$ cat src/rtl/fsm_alu_ext.sv
// Control sequencer for integer ALU-class instructions (OP, OP-IMM, OP-32, OP-IMM-32)
// with optional M-extension handshake and illegal-encoding detection.
module fsm_alu_ext #(
    parameter int XLEN  = 64,
    parameter bit HAS_M = 1'b1
) (
    input  logic        clk,
    input  logic        rst_n,
    input  logic [31:0] ins,
    input  logic        start,
    input  logic        md_done,
    output logic [4:0]  rs1_addr,
    output logic [4:0]  rs2_addr,
    output logic [4:0]  rd_addr,
    output logic [2:0]  func3,
    output logic        load_rs1,
    output logic        load_rs2,
    output logic        load_alu,
    output logic        load_regfile,
    output logic        load_pc,
    output logic        sel_alu_b,
    output logic        sub_sra,
    output logic        word_op,
    output logic [1:0]  sel_rd,
    output logic        md_start,
    output logic [2:0]  md_op,
    output logic        busy,
    output logic        done,
    output logic        illegal
);

    localparam logic [2:0] S_IDLE      = 3'd0;
    localparam logic [2:0] S_DECODE    = 3'd1;
    localparam logic [2:0] S_EXEC_R    = 3'd2;
    localparam logic [2:0] S_EXEC_I    = 3'd3;
    localparam logic [2:0] S_MD_START  = 3'd4;
    localparam logic [2:0] S_MD_WAIT   = 3'd5;
    localparam logic [2:0] S_WRITEBACK = 3'd6;
    localparam logic [2:0] S_TRAP      = 3'd7;

    localparam logic [6:0] OPC_OP        = 7'b0110011;
    localparam logic [6:0] OPC_OP_IMM    = 7'b0010011;
    localparam logic [6:0] OPC_OP_32     = 7'b0111011;
    localparam logic [6:0] OPC_OP_IMM_32 = 7'b0011011;

    localparam logic [6:0] F7_BASE = 7'b0000000;
    localparam logic [6:0] F7_ALT  = 7'b0100000;
    localparam logic [6:0] F7_MD   = 7'b0000001;

    logic [2:0] state;
    logic [2:0] next_state;

    logic [6:0] opcode;
    logic [6:0] funct7;
    logic [2:0] f3;
    logic       is_reg;
    logic       is_imm;
    logic       is_word;
    logic       is_md;
    logic       is_shift_imm;
    logic       bad_enc;

    assign rs1_addr = ins[19:15];
    assign rs2_addr = ins[24:20];
    assign rd_addr  = ins[11:7];
    assign func3    = ins[14:12];

    assign opcode = ins[6:0];
    assign funct7 = ins[31:25];
    assign f3     = ins[14:12];

    always_comb begin
        is_reg       = (opcode == OPC_OP) || (opcode == OPC_OP_32);
        is_imm       = (opcode == OPC_OP_IMM) || (opcode == OPC_OP_IMM_32);
        is_word      = (opcode == OPC_OP_32) || (opcode == OPC_OP_IMM_32);
        is_md        = is_reg && (funct7 == F7_MD) && HAS_M;
        is_shift_imm = is_imm && ((f3 == 3'b001) || (f3 == 3'b101));

        bad_enc = !(is_reg || is_imm)
               || (is_word && (XLEN == 32))
               || (is_reg && !((funct7 == F7_BASE) || (funct7 == F7_ALT) || (funct7 == F7_MD)))
               || (is_reg && (funct7 == F7_MD) && !HAS_M)
               || (is_reg && (funct7 == F7_ALT) && !((f3 == 3'b000) || (f3 == 3'b101)))
               || (is_shift_imm && ins[25] && ((opcode == OPC_OP_IMM_32) || (XLEN == 32)))
               || ((opcode == OPC_OP_IMM_32) && !((f3 == 3'b000) || (f3 == 3'b001) || (f3 == 3'b101)));
    end

    always_comb begin
        // NOTE: default assignment first so no path leaves next_state unassigned (no latch).
        next_state = S_IDLE;
        case (state)
            S_IDLE:      next_state = start ? S_DECODE : S_IDLE;
            S_DECODE: begin
                if (bad_enc)     next_state = S_TRAP;
                else if (is_md)  next_state = S_MD_START;
                else if (is_reg) next_state = S_EXEC_R;
                else             next_state = S_EXEC_I;
            end
            S_EXEC_R:    next_state = S_WRITEBACK;
            S_EXEC_I:    next_state = S_WRITEBACK;
            S_MD_START:  next_state = S_MD_WAIT;
            S_MD_WAIT:   next_state = md_done ? S_WRITEBACK : S_MD_WAIT;
            S_WRITEBACK: next_state = S_IDLE;
            S_TRAP:      next_state = S_IDLE;
            default:     next_state = S_IDLE;
        endcase
    end

    // Strobes are registered from next_state so each is high exactly while in its state.
    always_ff @(posedge clk) begin
        // NOTE: sequential state uses non-blocking assignments only.
        if (!rst_n) begin
            state        <= S_IDLE;
            load_rs1     <= 1'b0;
            load_rs2     <= 1'b0;
            load_alu     <= 1'b0;
            load_regfile <= 1'b0;
            load_pc      <= 1'b0;
            sel_alu_b    <= 1'b0;
            sub_sra      <= 1'b0;
            word_op      <= 1'b0;
            sel_rd       <= 2'b00;
            md_start     <= 1'b0;
            md_op        <= 3'b000;
            busy         <= 1'b0;
            done         <= 1'b0;
            illegal      <= 1'b0;
        end else begin
            state        <= next_state;
            load_rs1     <= (next_state == S_DECODE);
            load_rs2     <= (next_state == S_DECODE);
            load_alu     <= (next_state == S_EXEC_R) || (next_state == S_EXEC_I);
            sel_alu_b    <= (next_state == S_EXEC_I);
            // Immediate forms only honour ins[30] for right shifts; ADDI never subtracts.
            sub_sra      <= ((next_state == S_EXEC_R) && ins[30])
                         || ((next_state == S_EXEC_I) && ins[30] && (f3 == 3'b101));
            word_op      <= is_word && ((next_state == S_EXEC_R) || (next_state == S_EXEC_I)
                         || (next_state == S_MD_START) || (next_state == S_MD_WAIT)
                         || (next_state == S_WRITEBACK));
            md_start     <= (next_state == S_MD_START);
            md_op        <= (next_state == S_MD_START) ? f3 : 3'b000;
            load_pc      <= (next_state == S_WRITEBACK);
            done         <= (next_state == S_WRITEBACK);
            load_regfile <= (next_state == S_WRITEBACK) && (ins[11:7] != 5'd0);
            sel_rd       <= ((next_state == S_WRITEBACK) && (state == S_MD_WAIT)) ? 2'b01 : 2'b00;
            illegal      <= (next_state == S_TRAP);
            busy         <= (next_state != S_IDLE);
        end
    end

endmodule

$ cat config.mk
export PLATFORM = sky130hd
export DESIGN_NAME = fsm_alu_ext
export DESIGN_NICKNAME = d
export VERILOG_FILES = /design/src/rtl/fsm_alu_ext.sv
export SDC_FILE = /design/constraint.sdc
export NUM_CORES = 1
export LEC_CHECK = 0
export CAP_MARGIN = 20
export CORE_MARGIN = 5
export CORE_UTILIZATION = 36
export CTS_CLUSTER_SIZE = 24
export DETAILED_ROUTE_END_ITERATION = 12
export MAX_ROUTING_LAYER = met4
export PLACE_DENSITY = 0.85
export SYNTH_ARGS = -nofsm -noshare
export SYNTH_HDL_FRONTEND = slang
export SYNTH_SLANG_ARGS = --single-unit
$ cat constraint.sdc
create_clock -name clk -period 5.31 [get_ports clk]
set_input_delay 1.3275 -clock clk [delete_from_list [all_inputs] [get_ports clk]]
set_output_delay 1.3275 -clock clk [all_outputs]
set_load 0.02 [all_outputs]
==> flow_metrics.env, run 1 <==
# physical design summary
export IMPL_critical_path_class="input port to output pin"
export IMPL_p_comb_frac=0.548
export IMPL_nNetsFinal=176
export IMPL_path_delay_family="buffers and inverters"
export IMPL_hold_class="flop to flop"
export IMPL_top_area_frac=0.362
export IMPL_clk_root_buffer_cell="clkbuf_4"
export IMPL_worstPathCellList="clkdlybuf4s50_1 > clkdlybuf4s50_1"
export IMPL_p_clk_frac=0.127
export IMPL_p_leak_nw=0.500
export IMPL_final_antenna_net_count=0
export IMPL_detail_route_wl_per_cell_microns=12.8
export IMPL_power_density_nw_per_um2=390
export IMPL_synth_seq_cells=17
export IMPL_yosysTopAreaCell="dfxtp_1"
export IMPL_synth_cell_types=40
export IMPL_wirelength_met1_microns=856
export IMPL_finalMaxSlewViolations=0
export IMPL_maxSlewHeadroom=0.534
export IMPL_overflow=0
export IMPL_p_int_uw=306
export IMPL_dr_wl_met3_microns=272
export IMPL_warnings=27
export IMPL_cp_max_fo=5
export IMPL_synthArstFlopShare=0
export IMPL_outcome="finished clean"
export IMPL_drtIter0Drc=24
export IMPL_portBuffers=49
export IMPL_layout_top_cell="clkdlybuf4s50_1"
export IMPL_routed_via_density=4.98
export IMPL_initCoreUtil=0.379
export IMPL_grt_pass1_vias=755
export IMPL_switching_power_uw=215
export IMPL_hold_violations=0
export IMPL_flop_area_sq_um=340
export IMPL_synthTopCellsByArea="dfxtp_1, buf_4, nand3_1, nor2_1, and2_1"
export IMPL_setup_viol=0
export IMPL_grt_pass1_wl_mm=3.31
export IMPL_syn_avg_cell_area_sq_um=8.95
export IMPL_whs_ns=0.505
export IMPL_die_w_microns=61.1
export IMPL_antenna_found_initial=0
export IMPL_slowest_stage="clkdlybuf4s50_1"
export IMPL_hpwl_mm=1.81
export IMPL_common_cells="buf_4, dfxtp_1, nor2_1"
export IMPL_layout_top_cells="clkdlybuf4s50_1, dfxtp_1, nor2_1"
export IMPL_htreeDepth=1
==> run 1: kinds of logic (layout without fill, tap and decap cells) <==
| group | count (synthesis) | after routing | synth area share |
|---|---|---|---|
| mux | 1 | 1 | 0.0120 |
| flops | 17 | 17 | 0.362 |
| other cells | 1 | 1 | 0.00399 |
| fa+ha+maj | 2 | 2 | 0.0266 |
| compound gates | 17 | 17 | 0.150 |
| xor+xnor | 1 | 1 | 0.00932 |
| simple gates | 39 | 39 | 0.244 |
| buf+inv | 27 | 59 | 0.192 |
==> run 1: stage by stage <==
step / util / instance area [sq um] / setup WS [ns] / total power [mW]
floorplan: - / 940 / 2.26 / 0.372
global placement: 0.529 / 1310 / 1.46 / 0.448
detailed placement: 0.529 / 1310 / 1.45 / 0.457
CTS: 0.540 / 1340 / 1.44 / 0.522
global route: 0.540 / 1340 / 1.40 / 0.560
finish: 0.540 / 1340 / 1.45 / 0.522
==> run 1: worst min-delay path by stage <==
stage / to / from
3_3_place_gp: sel_rd[0] / state[0]
3_5_place_dp: sel_rd[0] / state[0]
4_1_cts: sel_rd[0] / state[0]
2_1_floorplan: sel_rd[0] / state[0]
5_1_grt: sel_rd[0] / state[0]
6_report: sel_rd[0] / state[0]
==> run 1: flip-flops by register name, indices dropped and copies added, names as in the netlist <==
signal	flops
load_alu	1
illegal	1
state	3
md_op	3
load_rs2	1
word_op	1
sub_sra	1
sel_rd	1
sel_alu_b	1
load_pc	1
load_regfile	1
busy	1
md_start	1
==> run 1: area by class of cell <==
type | instances | area share
Clock buffer | 3 | 0.0168
Tap cell | 30 | 0.0281
Timing Repair Buffer | 49 | 0.367
Clock inverter | 1 | 0.00374
Multi-Input combinational cell | 61 | 0.313
Sequential cell | 17 | 0.254
Inverter | 6 | 0.0168
### Drive-strength map, run 1

(4 px per micron)
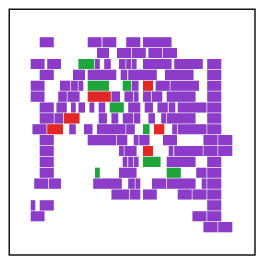
[purple] x1 and smaller | cells: 123 | most used: clkdlybuf4s50_1
[red] x3 and x4 | cells: 6 | most used: clkbuf_4
[green] x2 | cells: 8
Final WS setup: 1.45 ns
Non-clk bufs: 49
synthesis-to-finish area growth: 42.3%
Final Instance Area: 1340 sq um

### Clock nets, run 1

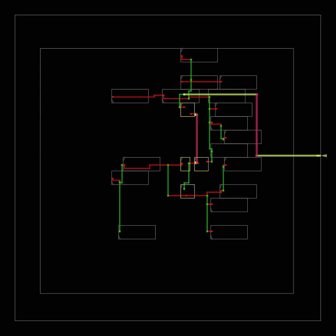
clock skew: 0.00196 ns
seq_cells: 17

### The metal 3 layer, run 1

(6 px per micron) Cells faint in the background.
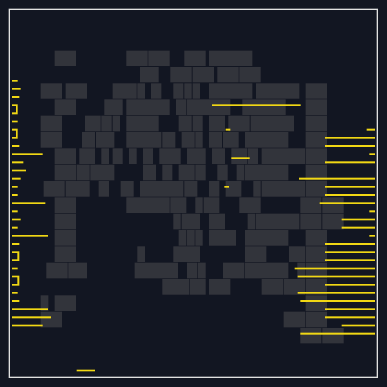
share of all routed wire: 13%
longest straight run: 14.5 microns
nets with wire on the layer: 52
vias after detailed routing: 831
met3 usage: 0.0398

## Run 2: what changed since run 1
--- a/config.mk
+++ b/config.mk
@@ -7,11 +7,11 @@
 export LEC_CHECK = 0
 export CAP_MARGIN = 20
 export CORE_MARGIN = 5
-export CORE_UTILIZATION = 36
+export CORE_UTILIZATION = 33
 export CTS_CLUSTER_SIZE = 24
 export DETAILED_ROUTE_END_ITERATION = 12
 export MAX_ROUTING_LAYER = met4
-export PLACE_DENSITY = 0.85
+export PLACE_DENSITY = 0.79
 export SYNTH_ARGS = -nofsm -noshare
 export SYNTH_HDL_FRONTEND = slang
 export SYNTH_SLANG_ARGS = --single-unit
==> constraint.sdc (replaced) <==
create_clock -name clk -period 4 [get_ports clk]
set_input_delay 1 -clock clk [delete_from_list [all_inputs] [get_ports clk]]
set_output_delay 1 -clock clk [all_outputs]
set_load 0.02 [all_outputs]
### Placed cells, one colour a class, run 2

(8 px per micron)
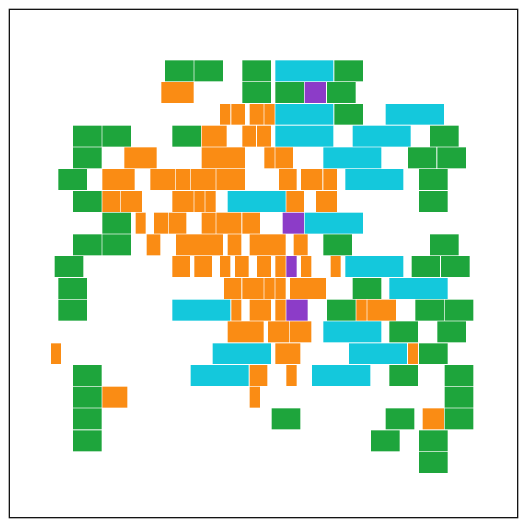
[cyan] registers | cells: 17
[purple] clock drivers and dummy loads | cells: 4
[orange] remaining logic cells | cells: 67
[green] remaining buffers and delay cells | cells: 49
row count: 19
flop share of the area: 0.254
Util after Layout: 0.489
core box area: 2730 sq um

### Clock nets, run 2

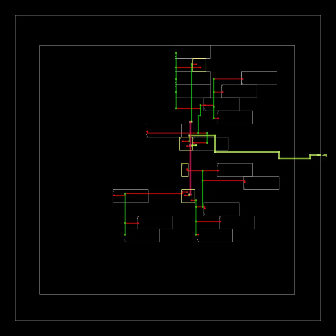
clock-net power: 89.3 uW
clock skew: 0.000456 ns
worst skew pair latency: 0.28 ns
CTS sink cnt: 17
CTS Buf Count: 3

==> flow_metrics.env, run 2 <==
# physical design summary
export IMPL_vias=851
export IMPL_die_w_microns=63.4
export IMPL_clk_root_buffer_cell="clkbuf_4"
export IMPL_power_density_nw_per_um2=520
export IMPL_initCoreUtil=0.344
export IMPL_worstPathCellList="clkdlybuf4s50_1 > clkdlybuf4s50_1"
export IMPL_mux_area_frac=0.0120
export IMPL_htreeDepth=1
export IMPL_hold_violations=0
export IMPL_topCombFamilyByArea="simple AND/OR/NAND/NOR gates"
export IMPL_synth_cell_types=40
export IMPL_antenna_found_initial=0
export IMPL_synthArstFlopShare=0
export IMPL_final_antenna_net_count=0
export IMPL_detail_route_wl_per_cell_microns=13.4
export IMPL_aoi_share=0.150
export IMPL_grt_pass1_wl_mm=3.82
export IMPL_cp_max_fo=5
export IMPL_ys_sh_simple=0.244
export IMPL_top_regs="md_op x3, state x3"
export IMPL_finalMaxSlewViolations=0
export IMPL_fin_area_sq_um=1340
export IMPL_yosysTopAreaCell="dfxtp_1"
export IMPL_yosys_area_share_adder=0.0266
export IMPL_critical_path_class="input port to output pin"
export IMPL_flop_area_sq_um=340
export IMPL_ys_sh_xor=0.00932
export IMPL_grt_pass1_vias=923
export IMPL_outcome="finished clean"
export IMPL_top_area_frac=0.362
export IMPL_synth_seq_share=0.362
export IMPL_hpwl_mm=1.94
export IMPL_routed_via_density=5.07
export IMPL_layout_top_cells="clkdlybuf4s50_1, dfxtp_1, nor2_1"
export IMPL_synthTopCellsByArea="dfxtp_1, buf_4, nand3_1, nor2_1, and2_1"
export IMPL_synth_seq_cells=17
export IMPL_warnings=27
export IMPL_common_cells="buf_4, dfxtp_1, nor2_1"
export IMPL_maxSlewHeadroom=0.527
export IMPL_portBuffers=49
export IMPL_p_leak_nw=0.497
export IMPL_setup_viol=0
export IMPL_overflow=0
export IMPL_worstSetupEndpointType="output pin"
export IMPL_syn_avg_cell_area_sq_um=8.95
-- run 2: cell types whose count changed in the layout (fill, tap and decap cells not counted), sizes merged --
| cell | delta |
|---|---|
| clkbuf | +1 |
| clkinv | -1 |
-- run 2: area by class of cell --
cell class              instances  share of cell area
flip-flops and latches         17               0.254
multi-input cells              61               0.313
well taps                      31              0.0290
clock buffers                   4              0.0196
inverters                       6              0.0168
repair buffers                 49               0.367
-- run 2: final timing paths --
kind | endpoint | cells after the start
worst max-delay path | func3[0] | 2
worst min-delay path | sel_rd[0] | 2
worst max register to register | sel_rd[0] | 5
worst min register to register | sel_rd[0] | 2
-- run 2: per-stage QoR --
stage	std cells	total power [mW]	hold WS [ns]	setup slack, ns
finish	168	0.695	0.514	0.779
detailed placement	164	0.610	0.495	0.737
global route	168	0.748	0.530	0.751
global placement	164	0.595	0.482	0.800
floorplan	105	0.493	0.463	1.28
CTS	168	0.699	0.509	0.775
-- run 2: power by group --
| group | internal [mW] | switching (mW) |
|---|---|---|
| Sequential | 0.207 | 0.0178 |
| Combinational | 0.162 | 0.219 |
| Clock | 0.0388 | 0.0505 |
| Total | 0.408 | 0.288 |
-- run 2: cells by family (layout without fill, tap and decap cells) --
logic type	count (synthesis)	count (layout)
AND/OR/NAND/NOR	39	39
other	1	1
multiplexers	1	1
AND-OR/OR-AND	17	17
XOR/XNOR	1	1
flip-flops	17	17
buffers and inverters	27	59
adder cells (fa/ha/maj)	2	2
-- run 2: routing by layer --
metal	part of all wire	GRT usage	wire length [microns]
met5	0	-	0
met4	0.012	0.0442	27
met3	0.099	0.0320	223
met2	0.46	0.204	1030
met1	0.43	0.125	973
## Run 3: what changed since run 2
--- a/config.mk
+++ b/config.mk
@@ -7,11 +7,11 @@
 export LEC_CHECK = 0
 export CAP_MARGIN = 20
 export CORE_MARGIN = 5
-export CORE_UTILIZATION = 33
+export CORE_UTILIZATION = 30
 export CTS_CLUSTER_SIZE = 24
 export DETAILED_ROUTE_END_ITERATION = 12
 export MAX_ROUTING_LAYER = met4
-export PLACE_DENSITY = 0.79
+export PLACE_DENSITY = 0.76
 export SYNTH_ARGS = -nofsm -noshare
 export SYNTH_HDL_FRONTEND = slang
 export SYNTH_SLANG_ARGS = --single-unit
==> constraint.sdc (replaced) <==
create_clock -name clk -period 2.6 [get_ports clk]
set_input_delay 0.65 -clock clk [delete_from_list [all_inputs] [get_ports clk]]
set_output_delay 0.65 -clock clk [all_outputs]
set_load 0.02 [all_outputs]
### Drive-strength map, run 3

(4 px per micron)
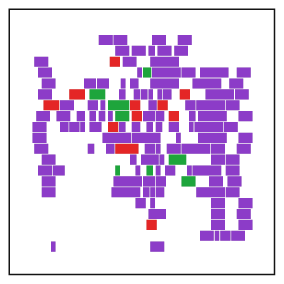
[red] x3 and x4 | cells: 11 | most used: buf_4
[purple] x1 and smaller | cells: 123 | most used: clkdlybuf4s50_1
[green] x2 | cells: 8
synthesis-to-finish area growth: 48.2%
Final Instance Area: 1390 sq um
Non-clk bufs: 54
Final WS setup: 0.0501 ns

### Routed metal per tile, run 3

(6 px per micron) 13 x 13 tiles, from dark purple (low) to yellow (high), scaled to the fullest tile. Values are wire area over tile area, all layers added.
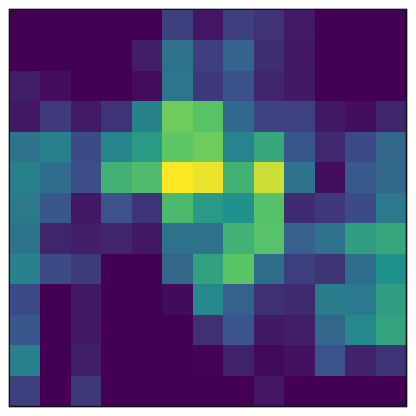
densest ninth of the die: middle
fullest tile: 0.41
nearly empty tiles: 26%
tiles over half the peak: 15%
Wirelength per Cell: 12.9 microns
total routing usage reported by global routing: 0.120
vias after detailed routing: 865

==> flow_metrics.env, run 3 <==
# physical design summary
export IMPL_outcome="finished clean"
export IMPL_portBuffers=49
export IMPL_grt_pass1_vias=870
export IMPL_cp_max_fo=3
export IMPL_overflow=0
export IMPL_warnings=27
export IMPL_synth_seq_cells=17
export IMPL_die_w_microns=66.0
export IMPL_pre_cts_slack_ns=-0.263
export IMPL_synth_cell_types=40
export IMPL_worstSetupEndpointType="flop"
export IMPL_hold_violations=0
export IMPL_hold_class="flop to flop"
export IMPL_hpwl_mm=2.04
export IMPL_maxSlewHeadroom=0.641
export IMPL_finalNonFillerCells=186
export IMPL_common_cells="buf_4, dfxtp_1, nor2_1"
export IMPL_layout_top_cells="clkdlybuf4s50_1, dfxtp_1, nor2_1"
export IMPL_synthTopCellsByArea="dfxtp_1, buf_4, nand3_1, nor2_1, and2_1"
export IMPL_power_density_nw_per_um2=805
export IMPL_synthArstFlopShare=0
export IMPL_cts_sinks=17
export IMPL_routed_via_density=4.65
export IMPL_ys_cells=105
export IMPL_slowest_stage="or4_4"
export IMPL_yosysTopAreaCell="dfxtp_1"
export IMPL_setup_viol=0
export IMPL_place_inst=182
export IMPL_finalMaxSlewViolations=0
export IMPL_clock_skew_final_ns=0.0108
export IMPL_layout_top_cell="clkdlybuf4s50_1"
export IMPL_p_total_mw=1.12
export IMPL_cts_buffers=3
export IMPL_htreeDepth=1
export IMPL_critical_path_class="input port to flop"
export IMPL_p_leak_nw=0.524
export IMPL_nNetsFinal=181
export IMPL_top_regs="md_op x3, state x3"
export IMPL_clk_latency_ns=0.30
export IMPL_whs_ns=0.507
export IMPL_final_antenna_net_count=0
export IMPL_grt_pass1_wl_mm=3.95
export IMPL_synth_seq_share=0.362
export IMPL_fp_row_count=20
export IMPL_antenna_found_initial=0
export IMPL_core_region_area_sq_um=3030
export IMPL_drtIter0Drc=8
export IMPL_clk_root_buffer_cell="clkbuf_4"
export IMPL_final_util=0.460
==> run 3: worst paths after layout <==
| check | cells after the start | slack, ns | end | startpoint |
|---|---|---|---|---|
| hold reg to reg | 2 | 0.51 | sel_rd[0] | state[0] |
| hold / removal | 2 | 0.51 | sel_rd[0] | state[0] |
| setup reg to reg | 5 | 0.68 | load_regfile | state[0] |
| setup / recovery | 7 | 0.05 | word_op | ins[28] |
==> run 3: final cells by class <==
type	count	area, sq um
Clock buffer	3	22.5
Clock inverter	1	5.00
Fill cell	316	1640
Inverter	6	22.5
Multi-Input combinational cell	61	419
Sequential cell	17	340
Tap cell	44	55.1
Timing Repair Buffer	54	528
==> run 3: metal layers <==
metal | global-route usage | share of wire | up-vias
met4 | 0.0711 | 0.033 | 0
met1 | 0.126 | 0.40 | 384
met5 | - | 0 | -
met2 | 0.203 | 0.47 | 50
met3 | 0.0323 | 0.10 | 10
li1 | - | - | 421
==> run 3: critical path: cells and delay by family <==
| family | cells | cell delay [ns] |
|---|---|---|
| compound gates | 2 | 0.43 |
| buf+inv | 2 | 0.54 |
| simple gates | 3 | 1.11 |
==> run 3: kinds of logic (layout without fill, tap and decap cells) <==
group,count (synthesis),after routing,synth area share
compound gates,17,17,0.150
xor+xnor,1,1,0.00932
fa+ha+maj,2,2,0.0266
buf+inv,27,64,0.192
flops,17,17,0.362
mux,1,1,0.0120
other cells,1,1,0.00399
simple gates,39,39,0.244
==> run 3: power breakdown <==
part,switching (mW),internal (mW),total (mW)
combinational,0.348,0.289,0.636
sequential,0.0274,0.318,0.346
clock,0.0814,0.0573,0.139
Power is estimated from default activity; no workload was simulated.
